`config.mk`:
```
export PLATFORM = sky130hd
export DESIGN_NAME = vga_glyph_scheduler
export DESIGN_NICKNAME = d
export VERILOG_FILES = /design/src/rtl/vga_glyph_scheduler.sv
export SDC_FILE = /design/constraint.sdc
export NUM_CORES = 1
export LEC_CHECK = 0
export ABC_CLOCK_PERIOD_IN_PS = 18350
export CORE_UTILIZATION = 31
export CTS_CLUSTER_DIAMETER = 150
export DETAILED_ROUTE_END_ITERATION = 10
export GPL_TIMING_DRIVEN = 0
export SKIP_LAST_GASP = 1
export SLEW_MARGIN = 20
export SYNTH_ARGS = -nofsm -noshare
export SYNTH_HDL_FRONTEND = slang
export SYNTH_SLANG_ARGS = --single-unit
```
`constraint.sdc`:
```
create_clock -name vga_clk -period 18.35 [get_ports vga_clk]
set_input_delay 3.67 -clock vga_clk [delete_from_list [all_inputs] [get_ports vga_clk]]
set_output_delay 3.67 -clock vga_clk [all_outputs]
set_load 0.1 [all_outputs]
```
`src/rtl/vga_glyph_scheduler.sv`:
```
// vga_glyph_scheduler
//   Shares one synchronous font ROM (1-cycle read latency) among NUM_SLOTS
//   on-screen character slots. Slot settings are written into shadow
//   registers and copied to the active set on frame_start, so the picture
//   never tears mid-frame. For each pixel the lowest-index enabled slot that
//   covers (x_cnt, y_cnt) wins, its ROM byte address is registered, and the
//   glyph bit is produced three cycles after the counters.
//
// Ports
//   vga_clk, reset      pixel clock, asynchronous active-high reset
//   x_cnt, y_cnt        timing-generator counters (stage 0 inputs)
//   frame_start         one-cycle commit strobe (shadow -> active)
//   cfg_we, cfg_slot    shadow write strobe and slot select
//   cfg_en/x/y/glyph    shadow write data
//   cfg_pending         a shadow write has not been committed yet
//   rom_addr, rom_data  font ROM interface (bit 7 = leftmost pixel)
//   pix_hit/on/slot     pixel result, 3 cycles after x_cnt/y_cnt
//
// There is no handshake: every input is sampled and every output is
// produced once per pixel clock, with fixed latency.
module vga_glyph_scheduler #(
  parameter int NUM_SLOTS     = 4,
  parameter int GLYPH_W       = 56,
  parameter int GLYPH_H       = 75,
  parameter int BYTES_PER_ROW = 7,
  parameter int GLYPH_BYTES   = 525,
  parameter int ROM_AW        = 11
) (
  input  logic              vga_clk,
  input  logic              reset,
  input  logic [10:0]       x_cnt,
  input  logic [9:0]        y_cnt,
  input  logic              frame_start,
  input  logic              cfg_we,
  input  logic [1:0]        cfg_slot,
  input  logic              cfg_en,
  input  logic [10:0]       cfg_x,
  input  logic [9:0]        cfg_y,
  input  logic [1:0]        cfg_glyph,
  output logic              cfg_pending,
  output logic [ROM_AW-1:0] rom_addr,
  input  logic [7:0]        rom_data,
  output logic              pix_hit,
  output logic              pix_on,
  output logic [1:0]        pix_slot
);

  // Shadow (written by config port) and active (used for display) slot state.
  logic        sh_en    [NUM_SLOTS];
  logic [10:0] sh_x     [NUM_SLOTS];
  logic [9:0]  sh_y     [NUM_SLOTS];
  logic [1:0]  sh_glyph [NUM_SLOTS];
  logic        act_en   [NUM_SLOTS];
  logic [10:0] act_x    [NUM_SLOTS];
  logic [9:0]  act_y    [NUM_SLOTS];
  logic [1:0]  act_glyph[NUM_SLOTS];

  always_ff @(posedge vga_clk or posedge reset) begin
    if (reset) begin
      for (int s = 0; s < NUM_SLOTS; s++) begin
        sh_en[s]     <= 1'b0;
        sh_x[s]      <= '0;
        sh_y[s]      <= '0;
        sh_glyph[s]  <= '0;
        act_en[s]    <= 1'b0;
        act_x[s]     <= '0;
        act_y[s]     <= '0;
        act_glyph[s] <= '0;
      end
      cfg_pending <= 1'b0;
    end else begin
      // Commit copies the pre-edge shadow, so a same-cycle write waits for
      // the next frame_start.
      if (frame_start) begin
        for (int s = 0; s < NUM_SLOTS; s++) begin
          act_en[s]    <= sh_en[s];
          act_x[s]     <= sh_x[s];
          act_y[s]     <= sh_y[s];
          act_glyph[s] <= sh_glyph[s];
        end
      end
      if (cfg_we) begin
        sh_en[cfg_slot]    <= cfg_en;
        sh_x[cfg_slot]     <= cfg_x;
        sh_y[cfg_slot]     <= cfg_y;
        sh_glyph[cfg_slot] <= cfg_glyph;
      end
      if (cfg_we)
        cfg_pending <= 1'b1;
      else if (frame_start)
        cfg_pending <= 1'b0;
    end
  end

  // Stage 0: window test and address formation for every slot. The loop
  // runs from the highest index down so the lowest hitting index is the
  // last assignment and therefore wins.
  logic              hit_s0;
  logic [1:0]        slot_s0;
  logic [ROM_AW-1:0] addr_s0;
  logic [2:0]        bit_s0;
  logic [10:0]       dx;
  logic [9:0]        dy;
  logic [11:0]       x_end;
  logic [10:0]       y_end;
  logic [31:0]       addr_full;

  always_comb begin
    hit_s0    = 1'b0;
    slot_s0   = '0;
    addr_s0   = '0;
    bit_s0    = '0;
    dx        = '0;
    dy        = '0;
    x_end     = '0;
    y_end     = '0;
    addr_full = '0;
    for (int s = NUM_SLOTS - 1; s >= 0; s--) begin
      // One extra bit on the right edge keeps slots near the counter limit
      // from wrapping back to zero.
      x_end = {1'b0, act_x[s]} + 12'(GLYPH_W);
      y_end = {1'b0, act_y[s]} + 11'(GLYPH_H);
      if (act_en[s] &&
          ({1'b0, x_cnt} >= {1'b0, act_x[s]}) && ({1'b0, x_cnt} < x_end) &&
          ({1'b0, y_cnt} >= {1'b0, act_y[s]}) && ({1'b0, y_cnt} < y_end)) begin
        dx        = x_cnt - act_x[s];
        dy        = y_cnt - act_y[s];
        addr_full = 32'(act_glyph[s]) * 32'(GLYPH_BYTES) +
                    32'(dy) * 32'(BYTES_PER_ROW) + 32'(dx[10:3]);
        hit_s0    = 1'b1;
        slot_s0   = s[1:0];
        addr_s0   = addr_full[ROM_AW-1:0];
        bit_s0    = 3'd7 - dx[2:0];
      end
    end
  end

  // Stages 1..3. rom_addr holds on a miss so the ROM is not toggled
  // needlessly; the delayed hit masks whatever it returns.
  logic       hit_s1, hit_s2;
  logic [1:0] slot_s1, slot_s2;
  logic [2:0] bit_s1, bit_s2;

  always_ff @(posedge vga_clk or posedge reset) begin
    if (reset) begin
      rom_addr <= '0;
      hit_s1   <= 1'b0;
      slot_s1  <= '0;
      bit_s1   <= '0;
      hit_s2   <= 1'b0;
      slot_s2  <= '0;
      bit_s2   <= '0;
      pix_hit  <= 1'b0;
      pix_on   <= 1'b0;
      pix_slot <= '0;
    end else begin
      if (hit_s0)
        rom_addr <= addr_s0;
      hit_s1   <= hit_s0;
      slot_s1  <= slot_s0;
      bit_s1   <= bit_s0;
      hit_s2   <= hit_s1;
      slot_s2  <= slot_s1;
      bit_s2   <= bit_s1;
      pix_hit  <= hit_s2;
      pix_slot <= slot_s2;
      pix_on   <= hit_s2 & rom_data[bit_s2];
    end
  end

endmodule

```
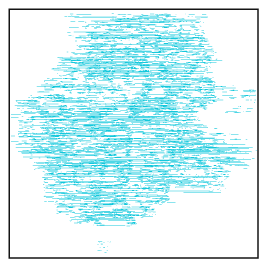
Run 1: signal wires on met1
Drawn at 1 px/micron.
wire length on this layer: 24.7 mm
main direction: horizontal
share of all routed wire: 46%
nets with wire on the layer: 2305

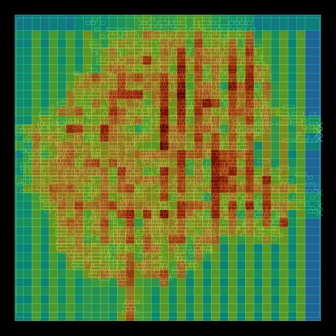
Run 1: track usage over the die
met3 GRT Util: 1.88%
drt wl/cell: 18.9 microns
grt peak-use layer: met2
Util after Layout: 36.0%

==> Slide: Implementation Results, run 1 <==
Flow Results at a Glance

Clock network
  • Setup Fix Bufs, Post-CTS: 0
  • CTS Buffer Depth: 3
  • Number of H-tree levels: 1
  • Sink Count: 220

Synth
  • Main logic family after synthesis: adder cells
  • Biggest area cells: dfrtp_1 (30%), ha_1 (17%), fa_1 (9.5%), mux2_2 (6.3%), xnor2_1 (5.6%)
  • Async SR Flop Fraction: 100%
  • Post-Syn Nets: 2332
  • Chip area in the Yosys report: 18600 sq um
  • Ys cells: 1935
  • AND/OR/NAND/NOR Cells, Area Fraction: 10.6%
  • Mux area share: 6.75%

Global route
  • Vias in the first global route: 14.4k
  • GRT Overall Usage: 17.6%

Route
  • Met2 Wirelength: 24.8 mm
  • Met3 wire len: 2.27 mm
  • Vias: 14.3k
  • Overall routed net length: 53.4 mm
  • DRC errors left: 9
  • Pre-antenna DRT Iters: 10

STA
  • Final setup skew: 0.0111 ns
  • Slew at the pin closest to its max-slew limit: 1.09 ns
  • Period minus WS final: 9.47 ns
  • Count of final hold-check violations: 0
  • Final Max Slew Viols: 0

Floorplan
  • Core box area: 59200 sq um
  • Ports: 75
  • Die height: 247 microns
  • Pre-Place Util: 31.5%

Run status
  • Status: finished, violations left
  • Failing checks: design-rule violations

Finish
  • Share of layout cells above drive strength 1: 8.45%
  • Nets: 2436

Critical path
  • CP endpoint kind: flip-flop
  • Arrival time worst endpoint: 9.97 ns
  • R2R Setup Slk: 12.37 ns

Hold path
  • Min-delay worst type: reg2reg
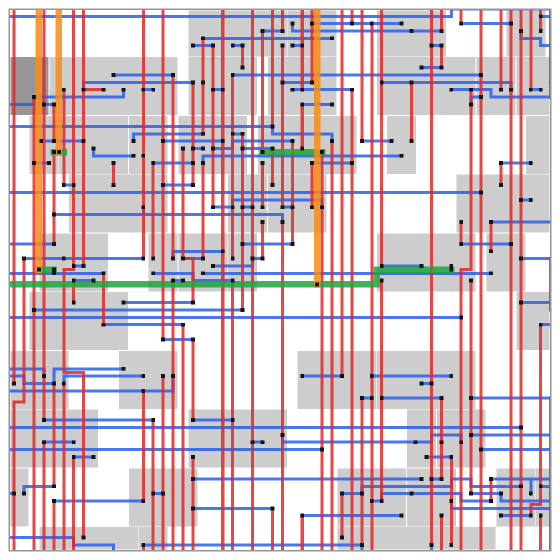
Run 1: layout detail
Window x 173 to 198, y 173 to 198 microns. Cells in gray, sequential cells in the stronger gray; small squares are vias.
legend:
  blue:
    layer: met1
  green:
    layer: met3
  orange:
    layer: met4
  red:
    layer: met2
cells with their middle in the window: 39
sequential cells in the window: 0
most frequent: ha_1 (11), xnor2_1 (6), a21oi_1 (3)

==> run 1: sequential cells by signal, indices dropped and copies added, names as in the netlist, 4 cells and up <==
signal and count:
sh_glyph 8, sh_y 40, sh_en 4, sh_x 44
rom_addr 11, act_en 4, act_x 44, act_glyph 8
act_y 40
==> run 1: area by class of cell <==
class                      count  area (sq um)
timing repair buffer          76           797
sequential                   220          5510
clock buffer                  37           793
clock inverter                11          97.6
buffer                        38           155
multi-input combinational   1426         12000
inverter                     251           950
fill                        6000         37900
tap                          773           967
==> run 1: synth_stat cells, types with 6 or more instances <==
cell and instances:
a211oi_1 15, a21boi_0 6, a21o_1 30, a21oi_1 77, a221o_1 7, a311oi_1 6
clkbuf_1 32, dfrtp_1 220, fa_1 88, ha_1 250, inv_1 251, mux2_2 105
nand2_1 154, nand2b_1 12, nand3_1 36, nand3b_1 6, nand4_1 17, nor2_1 93
nor2b_1 21, nor3_1 44, nor4_1 8, o21a_1 13, o21ai_0 155, o21bai_1 9
o22ai_1 8, o31a_1 6, o31ai_1 6, xnor2_1 119, xor2_1 44
==> run 1: per-stage QoR <==
stage | cell area (sq um) | instances | setup slack (ns) | utilization (%) | hold WS (ns)
after global routing | 21300 | 2832 | 8.45 | 36.0 | 0.351
after detailed placement | 20400 | 2784 | 8.33 | 34.5 | 0.335
after global placement | 20300 | 2781 | 5.78 | 34.3 | 0.337
after floorplan | 18600 | 1935 | 8.66 | - | 0.331
final | 21300 | 2832 | 8.88 | 36.0 | 0.348
after CTS | 21300 | 2832 | 8.90 | 36.0 | 0.349
==> run 1: logic make-up after synthesis <==
kind of cell	Yosys count
DFF	220
AOI/OAI and AO/OA	390
adders and majority gates	343
muxes	110
and+or+nand+nor	420
xor gates and xnor gates	163
buffers and inverters	289
==> run 1: cell usage in the layout (no fill, tap or decap), types with 44 or more instances in the layout <==
cell type / count
ha_1: 250
clkdlybuf4s50_1: 73
nand2_1: 154
mux2_2: 105
a21oi_1: 77
fa_1: 88
nor3_1: 44
nor2_1: 93
o21ai_0: 155
xor2_1: 44
xnor2_1: 119
inv_1: 250
dfrtp_1: 220
==> run 1: worst max-delay path: stages <==
cell	delay, ns
clkdlybuf4s50_1	1.01
ha_1	0.37
nor2b_1	0.13
o21ai_0	0.19
a21boi_0	0.16
o21ai_0	0.27
nand2_1	0.10
xor2_1	0.39
xor2_1	0.28
xor2_1	0.13
fa_1	0.55
inv_1	0.05
fa_1	0.53
inv_1	0.04
ha_1	0.33
nor2b_1	0.16
o31a_1	0.26
o41ai_1	0.30
xnor2_1	0.28
a22oi_1	0.12
a211oi_1	0.46
a211o_1	0.15
==> run 1: worst paths after layout <==
check,cells past startpoint,to
min,0,slot_s2[0]$_DFF_PP0_
min in group asynchronous,2,act_x[16]$_DFFE_PP0P_
max,22,rom_addr[10]$_DFFE_PP0P_
min reg2reg,0,slot_s2[0]$_DFF_PP0_
max reg2reg,24,rom_addr[10]$_DFFE_PP0P_
max in group asynchronous,3,sh_y[4]$_DFFE_PP0P_
==> run 2: changes to the inputs <==
ABC_CLOCK_PERIOD_IN_PS = 9600   (was 18350)
clock period = 9.6 ns   (was 18.35 ns; I/O delays follow)
==> run 2 against run 1 <==
The run still ends with design-rule violations left. Clock skew is the same. Die size is the same. Core utilization stayed put. Cell count stayed put. Non-clock buffer count stayed put. Critical path type unchanged.
==> Slide: Implementation Results, run 2 <==
Flow Results at a Glance

Critical path
  • CP endpoint kind: flip-flop
  • R2R depth: 24

Synth
  • Post-Syn Nets: 2332
  • Biggest area cells: dfrtp_1 (30%), ha_1 (17%), fa_1 (9.5%), mux2_2 (6.3%), xnor2_1 (5.6%)
  • Most common cell in the netlist: inv_1
  • Ys cells: 1935
  • Chip area in the Yosys report: 18600 sq um
  • Post-synth top cells: inv_1 (251), ha_1 (250), dfrtp_1 (220)

STA
  • Final Max Slew Viols: 0
  • Slew at the pin closest to its max-slew limit: 1.09 ns
  • Final setup skew: 0.0111 ns
  • Period minus WS final: 7.72 ns

Finish
  • Top Layout Cells: inv_1 (250), ha_1 (250), dfrtp_1 (220)
  • Share of layout cells above drive strength 1: 8.45%
  • Nets: 2436

Route
  • Overall routed net length: 53.4 mm
  • Vias: 14.3k
  • DRC errors left: 9

Global route
  • Vias in the first global route: 14.4k

Clock network
  • Number of H-tree levels: 1
  • CTS Buffer Depth: 3
  • Setup Fix Bufs, Post-CTS: 0
  • Sink Count: 220

Hold path
  • Min-delay worst type: reg2reg

Placed design
  • Placed insts: 2784
  • Setup Slack @ Placement: 1.33 ns

Floorplan
  • Pre-Place Util: 31.5%
  • Ports: 75

Run status
  • Status: finished, violations left
  • Failing checks: design-rule violations
## run 2: how the worst min path moves through the flow
stage / startpoint / to / slack [ns] / depth (start not counted)
finish: slot_s1[0]$_DFF_PP0_ / slot_s2[0]$_DFF_PP0_ / 0.35 / 0
global route: slot_s1[0]$_DFF_PP0_ / slot_s2[0]$_DFF_PP0_ / 0.35 / 0
CTS: slot_s1[0]$_DFF_PP0_ / slot_s2[0]$_DFF_PP0_ / 0.35 / 0
detailed placement: slot_s1[0]$_DFF_PP0_ / slot_s2[0]$_DFF_PP0_ / 0.33 / 0
global placement: bit_s1[0]$_DFF_PP0_ / bit_s2[0]$_DFF_PP0_ / 0.34 / 0
floorplan: bit_s1[0]$_DFF_PP0_ / bit_s2[0]$_DFF_PP0_ / 0.33 / 0
## run 2: area by class of cell
type	count	area [sq um]
inverters	251	950
multi-input cells	1426	12000
clock buffers	37	793
clock inverters	11	97.6
repair buffers	76	797
fillers	6000	37900
plain buffers	38	155
well taps	773	967
flip-flops and latches	220	5510
## run 2: routing by layer
layer,vias to the layer above,GRT usage (%),part of all wire [%]
met3,74,1.88,4.2
met5,-,0,0
met2,324,29.1,46
met4,0,5.46,3.0
li1,6874,-,-
met1,7041,23.9,46
## run 2: cell families after synthesis
| family | after synthesis | share of synthesized area [%] |
|---|---|---|
| adder cells (fa/ha/maj) | 343 | 26.5 |
| XOR/XNOR | 163 | 7.66 |
| buffers and inverters | 289 | 5.88 |
| AND/OR/NAND/NOR | 420 | 10.6 |
| AND-OR/OR-AND | 390 | 13.1 |
| flip-flops | 220 | 29.5 |
| multiplexers | 110 | 6.75 |
## run 2: worst max-delay path: stages
cell and delay, ns:
clkdlybuf4s50_1 1.01, ha_1 0.37, nor2b_1 0.13, o21ai_0 0.19, a21boi_0 0.16, o21ai_0 0.27
nand2_1 0.10, xor2_1 0.39, xor2_1 0.28, xor2_1 0.13, fa_1 0.55, inv_1 0.05
fa_1 0.53, inv_1 0.04, ha_1 0.33, nor2b_1 0.16, o31a_1 0.26, o41ai_1 0.30
xnor2_1 0.28, a22oi_1 0.12, a211oi_1 0.46, a211o_1 0.15
## run 2: through the flow
step	cell area [sq um]	util, %
global placement	20300	34.3
finish	21300	36.0
floorplan	18600	-
detailed placement	20400	34.5
global route	21300	36.0
CTS	21300	36.0
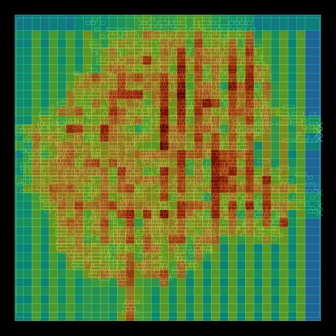
Run 2: track usage over the die
GRT Overall Usage: 17.6%
M2 GR Usage: 29.1%
met1 Usage GRT: 23.9%

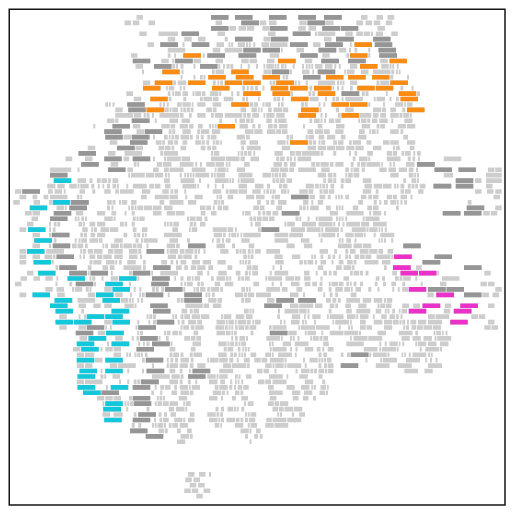
Run 2: where the registers sit
Drawn at 2 px/micron. Other sequential cells in the stronger gray, the rest of the logic in the fainter gray.
legend:
  cyan:
    netlist_name: `sh_y`
    flops: 40
  orange:
    netlist_name: `act_x`
    flops: 44
  magenta:
    netlist_name: `rom_addr`
    flops: 11
    where: east
not colored: 125

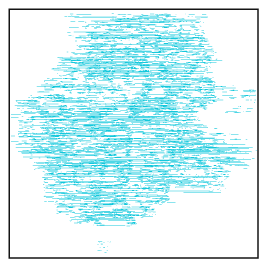
Run 2: signal wires on met1
Drawn at 1 px/micron.
nets with wire on the layer: 2305
longest straight run: 80.3 microns
share of all routed wire: 46%

==> run 3: changes to the inputs <==
ABC_CLOCK_PERIOD_IN_PS = 6300   (was 9600)
clock period = 6.3 ns   (was 9.6 ns; I/O delays follow)
==> run 3 against run 2 <==
The run still ends with design-rule violations left. Routed wire length grew 1.7%. Sequential share of layout area is 0.88 points lower. Sequential cell count stayed put. Critical path type unchanged. Largest cell class unchanged. Highest routed layer unchanged.
==> Slide: Implementation Results, run 3 <==
Flow Results at a Glance

Synth
  • Biggest area cells: dfrtp_1 (30%), ha_1 (17%), fa_1 (9.5%), mux2_2 (6.3%), xnor2_1 (5.6%)
  • Post-Syn Nets: 2332
  • Post-synth top cells: inv_1 (251), ha_1 (250), dfrtp_1 (220)
  • Chip area in the Yosys report: 18600 sq um
  • Async SR Flop Fraction: 100%
  • Ys cells: 1935
  • Most common cell in the netlist: inv_1

Global route
  • M2 GR Usage: 29.4%
  • Met1 Usage GRT: 24.3%
  • Vias in the first global route: 14.7k
  • Grt peak-use layer: met2
  • Initial antenna violation count: 2

STA
  • Period minus WS final: 6.17 ns
  • Final Max Slew Viols: 0
  • Slew at the pin closest to its max-slew limit: 1.20 ns
  • Count of final hold-check violations: 0
  • Setup ws final: 0.125 ns
  • Final setup skew: 0.0150 ns

Finish
  • Filler cells: 5908
  • Share of layout cells above drive strength 1: 12.9%
  • Biggest regs: act_x x44, sh_x x44
  • Logic area: 12400 sq um
  • Register Area: 5510 sq um
  • Top Layout Cells: inv_1 (247), ha_1 (244), dfrtp_1 (220)

Critical path
  • CP peak stage delay: 0.76 ns
  • Slowest cell on crit path: clkdlybuf4s50_1
  • CP endpoint kind: flip-flop
  • CP Cell Sequence: clkdlybuf4s50_1, ha_1, nand2_1, a21oi_1, o21ai_1, or4b_2, o311a_1, fa_1, inv_1, fa_1, ha_1, ha_1, or3_1, a211o_1, a21oi_1, nand4bb_1, a211oi_2, a211o_1
  • Arrival time worst endpoint: 6.60 ns
  • Crit path top cell by count: ha_1

Clock network
  • CTS Buffer Depth: 3
  • Sink Count: 220

Floorplan
  • Die height: 247 microns
  • Pre-Place Util: 31.5%
  • Core box area: 59200 sq um

Hold path
  • Min-delay worst type: reg2reg

Placed design
  • Setup Slack @ Placement: -1.32 ns

Route
  • Overall routed net length: 54.4 mm
  • Pre-antenna DRT Iters: 8
  • Vias: 14.5k
  • DRC errors left: 18

Run status
  • Status: finished, violations left
  • Failing checks: design-rule violations
## run 3: cell types whose count changed in the layout (fill, tap and decap cells not counted), sizes merged, moves of 3 or more
cell and change:
buf +26, bufinv +5, clkdlybuf4s50 -13, clkinvlp +4
dlymetal6s2s +8, inv -3
## run 3: repair_timing
action,in CTS,in global routing
endpoints found under the setup margin,6,6
gates cloned,0,0
resized,59,52
buffers inserted,12,9
pin swaps,24,34
## run 3: worst paths after layout
path | startpoint | to | slack, ns | depth (start not counted)
hold reg to reg | bit_s1[0]$_DFF_PP0_ | bit_s2[0]$_DFF_PP0_ | 0.35 | 0
setup reg to reg | act_y[1]$_DFFE_PP0P_ | rom_addr[10]$_DFFE_PP0P_ | 0.77 | 21
max in group asynchronous | reset | slot_s2[0]$_DFF_PP0_ | 4.16 | 5
hold / removal | bit_s1[0]$_DFF_PP0_ | bit_s2[0]$_DFF_PP0_ | 0.35 | 0
min in group asynchronous | reset | sh_x[18]$_DFFE_PP0P_ | 1.16 | 2
setup / recovery | y_cnt[5] | rom_addr[10]$_DFFE_PP0P_ | 0.13 | 18
## run 3: cells by family (layout without fill, tap and decap cells)
group                      count (synthesis)  in the layout  synth area share, %
AOI/OAI and AO/OA                        390            390                 13.1
xor gates and xnor gates                 163            163                 7.66
adders and majority gates                343            343                 26.5
buffers and inverters                    289            440                 5.88
DFF                                      220            220                 29.5
muxes                                    110            110                 6.75
other                                      0              1                    0
and+or+nand+nor                          420            420                 10.6
## run 3: worst max-delay path, delay by kind of cell
kind                     cells  cell delay (ns)
AND-OR/OR-AND                7             1.26
buffers and inverters        2             0.81
AND/OR/NAND/NOR              4             1.27
adder cells (fa/ha/maj)      5             2.01
## run 3: routing by layer
| metal | routed length [microns] | up-vias |
|---|---|---|
| met5 | 0 | - |
| met4 | 1670 | 0 |
| met3 | 2690 | 84 |
| met2 | 25100 | 316 |
| met1 | 24900 | 7144 |
| li1 | - | 6947 |
## run 3: stage by stage
step           utilization [%]  cells  instance area, sq um
2_1_floorplan                -   1935                 18600
3_3_place_gp              34.3   2781                 20300
3_5_place_dp              34.6   2789                 20500
4_1_cts                   36.8   2850                 21800
5_1_grt                   37.2   2859                 22000
6_report                  37.2   2860                 22100
## run 3: final cells by class
class                           count  share of cell area, %
Antenna cell                        1                 0.0113
Buffer                             38                  0.698
Clock buffer                       33                   3.26
Clock inverter                     16                   1.15
Inverter                          251                   4.31
Multi-Input combinational cell   1426                   56.4
Sequential cell                   220                   25.0
Tap cell                          773                   4.39
Timing Repair Buffer              102                   4.83
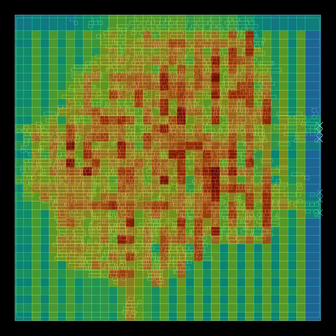
Run 3: track usage over the die
GRT Overall Usage: 17.9%
met3 GRT Util: 2.53%
drt wl/cell: 19.0 microns

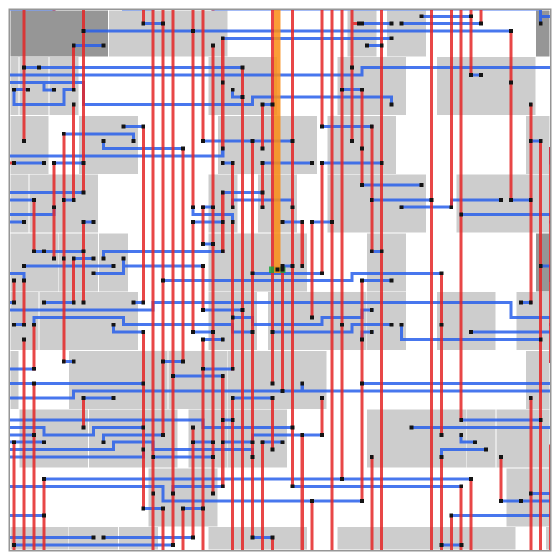
Run 3: layout detail
Window x 173 to 198, y 173 to 198 microns. Cells in gray, sequential cells in the stronger gray; small squares are vias.
legend:
  blue:
    layer: met1
  red:
    layer: met2
  orange:
    layer: met4
  green:
    layer: met3
cells with their middle in the window: 41
sequential cells in the window: 0
most frequent: ha_1 (11), xnor2_1 (4)

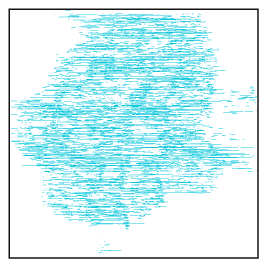
Run 3: signal wires on met1
Drawn at 1 px/micron.
share of all routed wire: 46%
main direction: horizontal
longest straight run: 84.6 microns
wire length on this layer: 24.9 mm
nets with wire on the layer: 2337

